m3.png
Scale bar: 20 um.
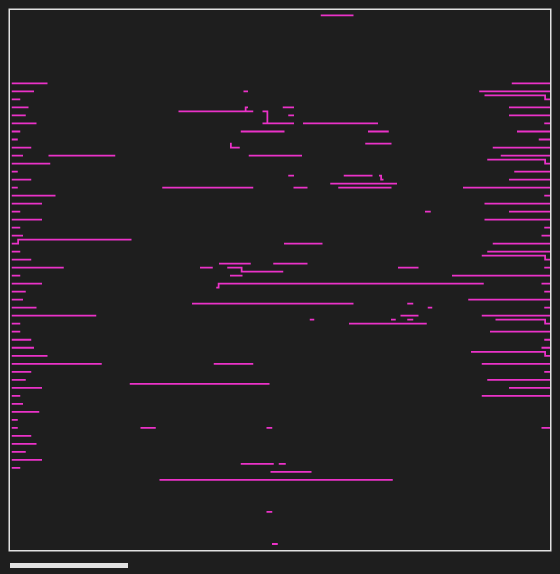
clock_nets.png
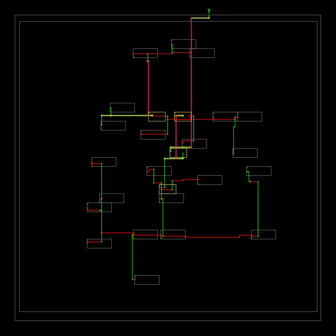
class_map.png
Fill, decap, tap and diode cells in gray.
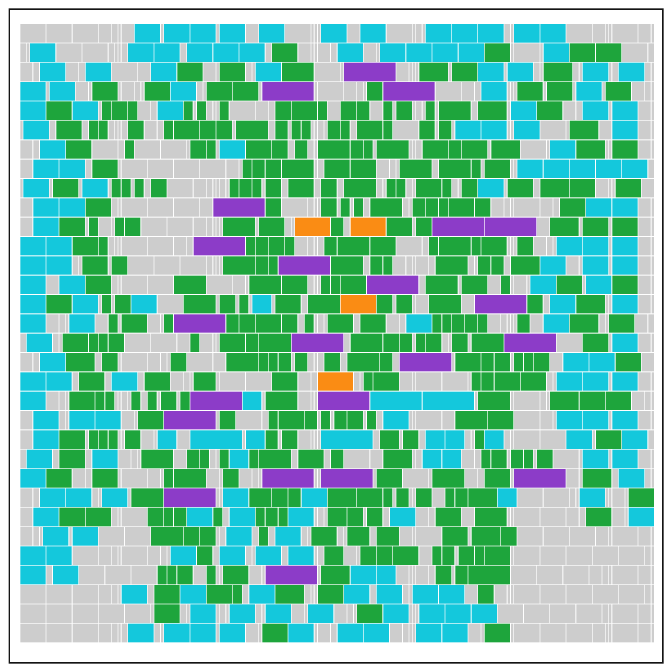
route_heat.png
Scale bar: 20 um. The die is cut into 18 by 18 equal tiles; dark blue is low, red is high, scaled to the fullest tile. Values are wire area over tile area, all layers added.
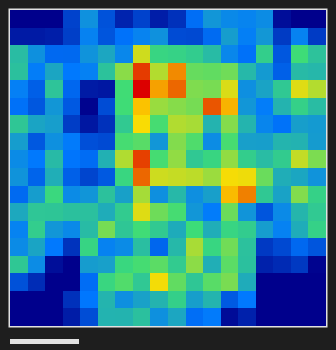
m1.png
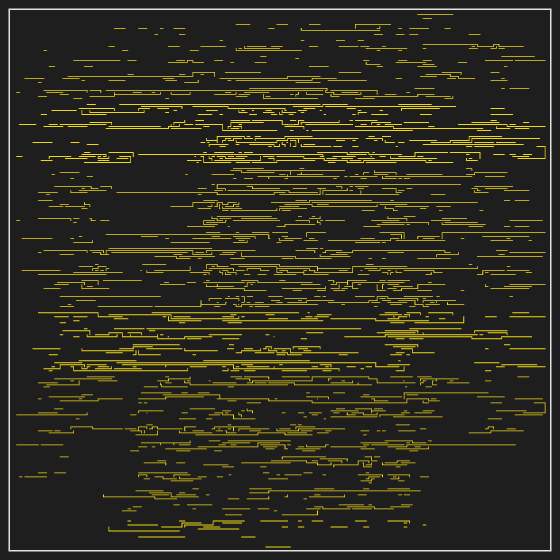
## src/rtl/lvm16_pkg.sv

```systemverilog
// ============================================================================
//  Module   : lvm16_pkg
//  Brief    : Shared widths, op-codes and FSM state type for the 16-bit logic unit.
//  Revision : 1.0  initial release
// ============================================================================
`default_nettype none

package lvm16_pkg;

  localparam int WIDTH = 16;
  localparam int NREQ  = 4;

  localparam logic [1:0] OP_AND = 2'b00;
  localparam logic [1:0] OP_OR  = 2'b01;
  localparam logic [1:0] OP_XOR = 2'b10;
  localparam logic [1:0] OP_NOT = 2'b11;

  typedef enum logic [0:0] {
    ST_IDLE = 1'b0,
    ST_HOLD = 1'b1
  } state_e;

endpackage : lvm16_pkg

`default_nettype wire

```

## src/rtl/lvm16_gates.sv

```systemverilog
// ============================================================================
//  Module   : lvm16_and / lvm16_or / lvm16_xor / lvm16_not
//  Brief    : 16-bit bitwise gate primitives used by the logic-unit datapath.
//  Revision : 1.0  initial release
// ============================================================================
`default_nettype none

module lvm16_and #(
  parameter int WIDTH = 16
) (
  input  logic [WIDTH-1:0] a_i,
  input  logic [WIDTH-1:0] b_i,
  output logic [WIDTH-1:0] y_o
);
  assign y_o = a_i & b_i;
endmodule : lvm16_and

module lvm16_or #(
  parameter int WIDTH = 16
) (
  input  logic [WIDTH-1:0] a_i,
  input  logic [WIDTH-1:0] b_i,
  output logic [WIDTH-1:0] y_o
);
  assign y_o = a_i | b_i;
endmodule : lvm16_or

module lvm16_xor #(
  parameter int WIDTH = 16
) (
  input  logic [WIDTH-1:0] a_i,
  input  logic [WIDTH-1:0] b_i,
  output logic [WIDTH-1:0] y_o
);
  assign y_o = a_i ^ b_i;
endmodule : lvm16_xor

module lvm16_not #(
  parameter int WIDTH = 16
) (
  input  logic [WIDTH-1:0] a_i,
  output logic [WIDTH-1:0] y_o
);
  assign y_o = ~a_i;
endmodule : lvm16_not

`default_nettype wire

```

## src/rtl/rr_pick4.sv

```systemverilog
// ============================================================================
//  Module   : rr_pick4
//  Brief    : Combinational 4-way round-robin picker starting the search at ptr.
//  Revision : 1.0  initial release
// ============================================================================
`default_nettype none

module rr_pick4 (
  input  logic [3:0] valid_i,
  input  logic [1:0] ptr_i,
  output logic [1:0] grant_o,
  output logic       any_valid_o
);

  logic [1:0] idx;

  // Walk farthest-first so the candidate nearest to ptr is written last and wins.
  always_comb begin
    grant_o     = 2'd0;
    any_valid_o = 1'b0;
    idx         = 2'd0;
    for (int k = 3; k >= 0; k--) begin
      idx = ptr_i + 2'(k);
      if (valid_i[idx]) begin
        grant_o     = idx;
        any_valid_o = 1'b1;
      end
    end
  end

endmodule : rr_pick4

`default_nettype wire

```

## src/rtl/lu_arbiter.sv

```systemverilog
// ============================================================================
//  Module   : lu_arbiter
//  Brief    : Round-robin arbiter for 4 requesters sharing one registered 16-bit logic unit.
//  Revision : 1.0  initial release
// ============================================================================
`default_nettype none

module lu_arbiter #(
  parameter int WIDTH = 16,
  parameter int NREQ  = 4
) (
  input  logic                  clk_i,
  input  logic                  rst_ni,
  input  logic [NREQ-1:0]       req_valid_i,
  output logic [NREQ-1:0]       req_ready_o,
  input  logic [2*NREQ-1:0]     req_op_i,
  input  logic [WIDTH*NREQ-1:0] req_a_i,
  input  logic [WIDTH*NREQ-1:0] req_b_i,
  output logic                  rsp_valid_o,
  input  logic                  rsp_ready_i,
  output logic [WIDTH-1:0]      rsp_data_o,
  output logic [1:0]            rsp_id_o,
  output logic                  busy_o
);

  import lvm16_pkg::*;

  state_e           state_q;
  logic [1:0]       ptr_q;
  logic             rsp_valid_q;
  logic [WIDTH-1:0] rsp_data_q;
  logic [1:0]       rsp_id_q;

  logic [WIDTH-1:0] a_arr [NREQ];
  logic [WIDTH-1:0] b_arr [NREQ];
  logic [1:0]       op_arr [NREQ];

  logic [1:0]       grant;
  logic             any_valid;
  logic             win;
  logic             xfer;
  logic [WIDTH-1:0] opa, opb;
  logic [1:0]       op;
  logic [WIDTH-1:0] y_and, y_or, y_xor, y_not, res_d;

  for (genvar gi = 0; gi < NREQ; gi++) begin : g_unpack
    assign a_arr[gi]  = req_a_i[gi*WIDTH +: WIDTH];
    assign b_arr[gi]  = req_b_i[gi*WIDTH +: WIDTH];
    assign op_arr[gi] = req_op_i[gi*2 +: 2];
  end

  rr_pick4 u_pick (
    .valid_i     (req_valid_i),
    .ptr_i       (ptr_q),
    .grant_o     (grant),
    .any_valid_o (any_valid)
  );

  // Accept window: empty slot, or the held result leaves in this same cycle.
  assign win  = rst_ni && ((state_q == ST_IDLE) || rsp_ready_i);
  assign xfer = win && any_valid;

  assign req_ready_o = xfer ? (NREQ'(1) << grant) : '0;

  assign opa = a_arr[grant];
  assign opb = b_arr[grant];
  assign op  = op_arr[grant];

  lvm16_and #(.WIDTH(WIDTH)) u_and (.a_i(opa), .b_i(opb), .y_o(y_and));
  lvm16_or  #(.WIDTH(WIDTH)) u_or  (.a_i(opa), .b_i(opb), .y_o(y_or));
  lvm16_xor #(.WIDTH(WIDTH)) u_xor (.a_i(opa), .b_i(opb), .y_o(y_xor));
  lvm16_not #(.WIDTH(WIDTH)) u_not (.a_i(opa), .y_o(y_not));

  always_comb begin
    res_d = y_and;
    case (op)
      OP_AND:  res_d = y_and;
      OP_OR:   res_d = y_or;
      OP_XOR:  res_d = y_xor;
      OP_NOT:  res_d = y_not;
      default: res_d = y_and;
    endcase
  end

  always_ff @(posedge clk_i) begin
    if (!rst_ni) begin
      state_q     <= ST_IDLE;
      ptr_q       <= 2'd0;
      rsp_valid_q <= 1'b0;
      rsp_data_q  <= '0;
      rsp_id_q    <= 2'd0;
    end else begin
      case (state_q)
        ST_IDLE: begin
          if (xfer) begin
            state_q     <= ST_HOLD;
            rsp_valid_q <= 1'b1;
            rsp_data_q  <= res_d;
            rsp_id_q    <= grant;
            ptr_q       <= grant + 2'd1;
          end
        end
        ST_HOLD: begin
          if (xfer) begin
            rsp_valid_q <= 1'b1;
            rsp_data_q  <= res_d;
            rsp_id_q    <= grant;
            ptr_q       <= grant + 2'd1;
          end else if (rsp_ready_i) begin
            state_q     <= ST_IDLE;
            rsp_valid_q <= 1'b0;
          end
        end
        default: begin
          state_q     <= ST_IDLE;
          rsp_valid_q <= 1'b0;
        end
      endcase
    end
  end

  assign rsp_valid_o = rsp_valid_q;
  assign rsp_data_o  = rsp_data_q;
  assign rsp_id_o    = rsp_id_q;
  assign busy_o      = rst_ni && (state_q == ST_HOLD);

endmodule : lu_arbiter

`default_nettype wire

```

## config.mk

```make
export PLATFORM = sky130hd
export DESIGN_NAME = lu_arbiter
export DESIGN_NICKNAME = d
export VERILOG_FILES = /design/src/rtl/lvm16_pkg.sv /design/src/rtl/lvm16_gates.sv /design/src/rtl/rr_pick4.sv /design/src/rtl/lu_arbiter.sv
export SDC_FILE = /design/constraint.sdc
export NUM_CORES = 1
export LEC_CHECK = 0
export CAP_MARGIN = 20
export CORE_MARGIN = 1
export CORE_UTILIZATION = 41
export DETAILED_ROUTE_END_ITERATION = 6
export PLACE_DENSITY = 0.82
export SYNTH_ARGS = -nofsm -noshare
export SYNTH_HDL_FRONTEND = slang
export SYNTH_SLANG_ARGS = --single-unit
```

## constraint.sdc

```tcl
create_clock -name clk_i -period 3.05 [get_ports clk_i]
set_input_delay 0.305 -clock clk_i [delete_from_list [all_inputs] [get_ports clk_i]]
set_output_delay 0.305 -clock clk_i [all_outputs]
set_load 0.01 [all_outputs]
```

==> impl_metrics.toml <==
# yosys + openroad results
[timing]
drv_slew = 0
setup_slack_ns = 0.229
rsz0062_at_grt = "false"
max_freq_ghz = 0.354
setup_tns_ns = 0

[final_layout]
logic_area_mm2 = 0.00260
final-clk-cell-share_pct = 1.06
nClkBuffers = 4
n_antenna_cell = 0
flop-count = 22
num-nonclk-buffers = 182

[pwr]
p_clk_share_pct = 10.0
max-vdd-ir-drop_v = 0.000260
seq-power_mw = 0.415

[clock_tree]
cts_resized = 0
cts_buffers = 3

[setup_path]
path_cells = "clkdlybuf4s50_1 > a21boi_0 > o22ai_1 > nor2_4 > clkinv_1 > ha_1 > and2_1 > clkdlybuf4s50_1"
worstPathArrival_ns = 2.52

[placed_design]
place_ws_ns = 0.0130
hpwl_um = 8340
gp_congestion = 0.847
place_area_mm2 = 0.00515

[floorplan]
rows = 32

[synth]
syn_avg_cell_area_um2 = 7.93
synth.logic.top_family = "multiplexers"
synthXorXnorAreaFrac_pct = 0

[grt]
gr-usage-met3_pct = 4.23
met2_usage_pct = 46.4

[job]
tool_warnings = 45

[run_status]
status = "completed"

[drt]
dr.first_iter.drc_count = 203
-- m3.png (at the start) --
The layer carries 802 um of wire. 121 nets have wire on it. The longest straight run is 44.9 um. The layer holds 7.6% of the routed length.

-- clock_nets.png (at the start) --
Clock Sink Count: 22
clk ins delay skew pair: 0.27 ns

-- class_map.png (at the start) --
Key: cyan = remaining buffers and delay cells [cells 182, share of their area 36%]; purple = registers [cells 22, share of their area 8.7%]; orange = clock drivers and dummy loads [cells 4, share of their area 1.1%]; green = remaining logic cells [cells 366, share of their area 54%]

-- route_heat.png (at the start) --
The densest ninth of the die: center. The fullest tile reaches 0.58. 8.6% of the tiles are nearly empty. The mean over all tiles is 0.21.

-- m1.png (at the start) --
The layer holds 41% of the routed length. The layer carries 4400 um of wire. 645 nets have wire on it.
WL final: 10600 um
via count: 3638
GR met1 Demand/Resource: 29.6%

